### config.mk
export PLATFORM = sky130hd
export DESIGN_NAME = mux8_rr_arbiter
export DESIGN_NICKNAME = d
export VERILOG_FILES = /design/src/rtl/mux8_rr_arbiter.sv
export SDC_FILE = /design/constraint.sdc
export NUM_CORES = 1
export LEC_CHECK = 0
export ABC_CLOCK_PERIOD_IN_PS = 4000
export CAP_MARGIN = 0
export CORE_MARGIN = 2
export CORE_UTILIZATION = 39
export CTS_BUF_LIST = sky130_fd_sc_hd__clkbuf_4 sky130_fd_sc_hd__clkbuf_8
export CTS_CLUSTER_SIZE = 24
export DETAILED_ROUTE_END_ITERATION = 8
export PLACE_DENSITY = 0.62
export SLEW_MARGIN = 10
export SYNTH_ARGS = -nofsm -noshare
export SYNTH_HDL_FRONTEND = slang
export SYNTH_SLANG_ARGS = --single-unit
### constraint.sdc
create_clock -name clk -period 4 [get_ports clk]
set_input_delay 0.8 -clock clk [delete_from_list [all_inputs] [get_ports clk]]
set_output_delay 0.8 -clock clk [all_outputs]
set_load 0.05 [all_outputs]
### src/rtl/mux8_rr_arbiter.sv
// Round-robin arbiter for a shared 8:1 one-bit selector: registered one-hot
// grant and select with a bounded hold time, and the granted data bit on F.
module mux8_rr_arbiter #(
  parameter int MAX_HOLD = 16
) (
  input  logic       clk,
  input  logic       rst,
  input  logic [7:0] req,
  input  logic [7:0] A,
  output logic [7:0] gnt,
  output logic [2:0] Sel,
  output logic       valid,
  output logic       F,
  output logic       dbg_state_o
);

  typedef enum logic {IDLE = 1'b0, GRANT = 1'b1} state_t;

  state_t     state_q, state_d;
  logic [2:0] ptr_q, ptr_d;
  logic [2:0] sel_q, sel_d;
  logic [7:0] gnt_q, gnt_d;
  logic       valid_q, valid_d;
  logic [7:0] hcnt_q, hcnt_d;

  logic [2:0] pick_ptr;
  logic [2:0] winner;
  logic       release_now;

  // First requester at or after p, walking upward modulo 8.
  function automatic logic [2:0] rr_pick(input logic [7:0] r, input logic [2:0] p);
    logic [2:0] idx;
    rr_pick = p;
    for (int k = 7; k >= 0; k--) begin
      idx = p + 3'(k);
      if (r[idx]) rr_pick = idx;
    end
  endfunction

  // On release the search starts just past the outgoing owner, in the same cycle.
  assign pick_ptr    = (state_q == GRANT) ? sel_q + 3'd1 : ptr_q;
  assign winner      = rr_pick(req, pick_ptr);
  assign release_now = !req[sel_q] || (hcnt_q == 8'(MAX_HOLD));

  always_comb begin
    state_d = state_q;
    ptr_d   = ptr_q;
    sel_d   = sel_q;
    gnt_d   = gnt_q;
    valid_d = valid_q;
    hcnt_d  = hcnt_q;
    case (state_q)
      IDLE: begin
        if (req != 8'd0) begin
          state_d = GRANT;
          sel_d   = winner;
          gnt_d   = 8'b1 << winner;
          valid_d = 1'b1;
          hcnt_d  = 8'd1;
        end
      end
      GRANT: begin
        if (release_now) begin
          ptr_d = sel_q + 3'd1;
          if (req != 8'd0) begin
            sel_d  = winner;
            gnt_d  = 8'b1 << winner;
            hcnt_d = 8'd1;
          end else begin
            state_d = IDLE;
            gnt_d   = 8'd0;
            valid_d = 1'b0;
          end
        end else begin
          hcnt_d = hcnt_q + 8'd1;
        end
      end
      default: state_d = IDLE;
    endcase
  end

  always_ff @(posedge clk) begin
    if (rst) begin
      state_q <= IDLE;
      ptr_q   <= 3'd0;
      sel_q   <= 3'd0;
      gnt_q   <= 8'd0;
      valid_q <= 1'b0;
      hcnt_q  <= 8'd0;
    end else begin
      state_q <= state_d;
      ptr_q   <= ptr_d;
      sel_q   <= sel_d;
      gnt_q   <= gnt_d;
      valid_q <= valid_d;
      hcnt_q  <= hcnt_d;
    end
  end

  assign gnt         = gnt_q;
  assign Sel         = sel_q;
  assign valid       = valid_q;
  assign F           = valid_q & A[sel_q];
  assign dbg_state_o = state_q;

endmodule
==> impl_metrics.csv <==
group,metric,value,unit
cts,cts_setup_buffers,0,
final_timing,clock.fmax,281.9,MHz
power_and_ir_drop,power.ir.vdd_worst,0.3814,mV
logic_synthesis,synthTopCellsByArea,"sky130_fd_sc_hd__dfxtp_1 21%, sky130_fd_sc_hd__mux4_2 7.7%, sky130_fd_sc_hd__a21oi_1 4.1%, sky130_fd_sc_hd__nand2_1 3.9%, sky130_fd_sc_hd__mux2i_1 3.0%",
setup_path,regToRegEndpoint,"gnt[2]",
finish,layout.cells.non_filler,377,
setup_path,path_delay_family,"AND-OR/OR-AND gates",
finish,fin_nets,326,
setup_path,crit_path_max_fanout,8,
finish,fraction_of_final_layout_cells_sized_beyond_drive_strength_1,15.56,%
min_path,holdCritPathClass,"reg2reg",
cts,root_buffer,"sky130_fd_sc_hd__clkbuf_8",
logic_synthesis,synth.net_count,294,
final_timing,setup_total_negative_slack,0,ns
final_timing,period_needed,3.547,ns
setup_path,crit_buf_inv,1,
final_timing,worst_slew_margin_rel,56.43,%
routing,dr_total_vias,2336,
logic_synthesis,synth-edff-count,0,
grt,number_of_antenna_violations_at_the_first_check_in_global_routing,0,
floorplanning,initCoreUtil,39.82,%
grt,grt_start_max_net_pins,15,
cts,ctsLongestPathBuffers,2,
cts,clkLatencyLatePin,0.27,ns
cts,cts-resized-gates,0,
grt,first_global_vias,2174,
routing,drt_iter0_drc,136,
logic_synthesis,synth.yosys.chip_area,2330,sq um
final_timing,report.final.setup_viol,0,
finish,layout_top_cells_excl_fill_tap,"31 x sky130_fd_sc_hd__clkdlybuf4s50_1, 24 x sky130_fd_sc_hd__dfxtp_1, 24 x sky130_fd_sc_hd__nand2_1",
final_timing,rsz0062_at_grt,"false",
setup_path,crit_path_start_kind,"flop",
logic_synthesis,netlist.top_cell.by_area,"sky130_fd_sc_hd__dfxtp_1",
logic_synthesis,synth-async-reset-ratio,0,%
setup_path,count_of_cell_instances_traversed_by_the_critical_path,11,
logic_synthesis,post_synth_instance_area,2330,sq um
cts,cts_buffers,3,
cts,tritoncts,"built",
routing,finalWirelength,6622,um
setup_path,cp_cell_sequence,"ha_1, mux2_2, ha_1, a2111oi_0, buf_4, a21o_1, nor3_1, or4_1, a211oi_2, o21ai_1, o31ai_1",
final_timing,worst_pin_slew,0.6409,ns
finish,final_core_util,47.18,%
setup_path,crit_top_cell,"sky130_fd_sc_hd__ha_1",
routing,drc_violations_left,0,
job,tool_warnings,28,
setup_path,worst_path_max_delay_cell,"sky130_fd_sc_hd__ha_1",
grt,grt_pass1_wl,10780,um
routing,detailedRoute.firstPassIterationCount,4,
floorplanning,die.size.x,81.29,um
placement,pre_cts_worst_setup_slack,0.4508,ns
placement,portBuffers,31,
cts,cts_hold_buffers,0,
final_timing,final_min_period_over_clock_period,88.68,%
setup_path,timing.critical_path.slowest_cell_delay,0.46,ns
logic_synthesis,top_cells_by_count,"24 x sky130_fd_sc_hd__dfxtp_1, 24 x sky130_fd_sc_hd__nand2_1, 19 x sky130_fd_sc_hd__a21oi_1",
job,max_capacitance_violation_count,0,
setup_path,worst-endpoint-required,4.18,ns
logic_synthesis,yosysWarnings,0,
final_timing,hold_violations,0,
logic_synthesis,portion_of_synthesized_cell_area_occupied_by_the_leading_cell_type,20.62,%
setup_path,reg2reg_slack,0.45,ns
routing,route.antenna.remaining_nets,0,
cts,clkSinkCount,24,
setup_path,criticalPathCategory,"reg2reg",
floorplanning,coreArea,5851,sq um
logic_synthesis,synth_top_flop_cell,"sky130_fd_sc_hd__dfxtp_1",
floorplanning,design.die.area,6608,sq um
finish,antenna_cells_inserted,0,
floorplanning,die_height,81.29,um
placement,place.gp.congestion,0.9281,
setup_path,regToRegStartpoint,"Sel[0]",
finish,mostFrequentLayoutCell,"sky130_fd_sc_hd__clkdlybuf4s50_1",
placement,hpwlAfterDp,5290,um
logic_synthesis,synth_cell_type_count,69,
floorplanning,fp-row-count,28,
final_timing,timing.hold.ws,0.4579,ns
min_path,hold_path.startpoint,"gnt[4]",
routing,via_per_inst,6.196,
power_and_ir_drop,cellPowerDensity,794.0,nW/um^2
min_path,hold_depth,2,
logic_synthesis,yosys.stat.seqShare,20.62,%
setup_path,cp_data_arrival_time,3.73,ns
cts,cts-htree-levels,1,
outcome,run_status,"completed",
[layer usage]
layer / track usage (%) / vias up / routed length, um
met2: 35.98 / 92 / 3105
met1: 26.97 / 1106 / 2937
li1: - / 1115 / -
met4: 10.85 / 0 / 280
met5: 0 / - / 0
met3: 1.111 / 23 / 299
[area by class of cell]
type                       instances  area, sq um
fill                             574         3090
tap                               75        93.84
sequential                        24        480.5
inverter                           8        30.03
multi-input combinational        228         1738
clock buffer                       4        55.05
timing repair buffer              38        362.8
[report_power, final]
| part | switching (mW) | leakage [nW] | internal [mW] |
|---|---|---|---|
| Combinational | 1.02 | 0.770 | 0.666 |
| Sequential | 0.0451 | 0.196 | 0.300 |
| Clock | 0.0764 | 0.0288 | 0.0878 |
[through the flow]
step           cell area, sq um  power, mW
5_1_grt                    2760      2.349
2_1_floorplan              2330      1.619
6_report                   2760      2.191
4_1_cts                    2760      2.188
3_3_place_gp               2705      2.012
3_5_place_dp               2705      2.020
[worst max-delay path by stage]
stage	startpoint	end
after detailed placement	req[4]	gnt[6]
after global placement	req[4]	gnt[4]
final	Sel[0]	gnt[2]
after floorplan	Sel[1]	gnt[6]
after global routing	Sel[0]	gnt[0]
after CTS	Sel[0]	gnt[2]
[kinds of logic after synthesis]
family / after synthesis / share of synthesized area, %
flip-flops: 24 / 20.62
adder cells (fa/ha/maj): 5 / 2.685
buffers and inverters: 19 / 4.780
AND-OR/OR-AND: 84 / 28.14
multiplexers: 19 / 13.43
AND/OR/NAND/NOR: 112 / 27.01
XOR/XNOR: 8 / 3.330
[registers in the layout, indices dropped and copies added, names as in the netlist]
register / count
dbg_state_o: 1
gnt: 8
hcnt_q: 8
Sel: 3
valid: 1
ptr_q: 3
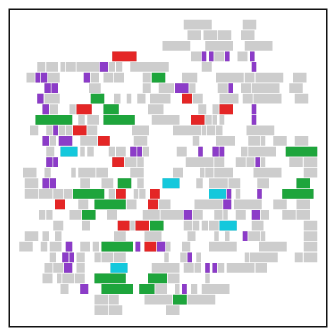
(images/gates.png)
| colour | family | cells |
|---|---|---|
| red | non-inverting ao/oa cells | 15 |
| purple | nand cells | 47 |
| cyan | fa/ha/maj cells | 5 |
| green | mux cells | 19 |

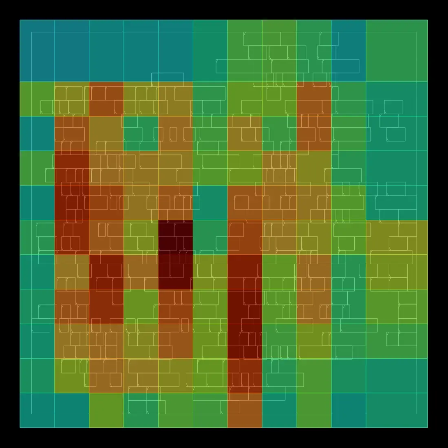
(images/congestion_map.png)
met1 Resource Use GR: 26.97%
global-route track usage on met2: 35.98%
GRT Overall Usage: 21.15%

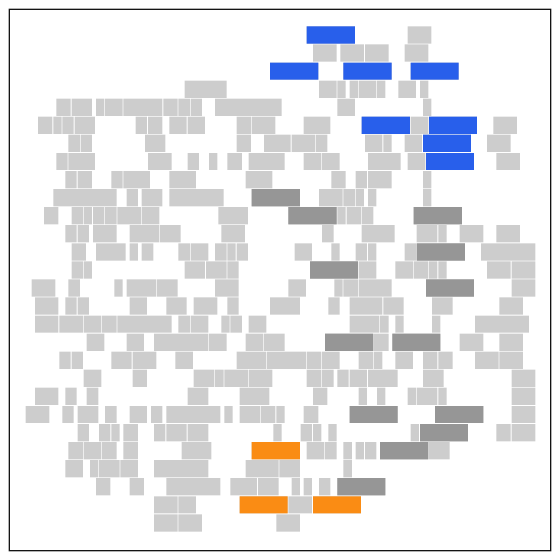
(images/ff_map.png)
| colour | signal | placed flops |
|---|---|---|
| blue | `gnt` | 8 |
| orange | `ptr_q` | 3 |

No activity file was given, so power comes from the tool's default toggle rates.
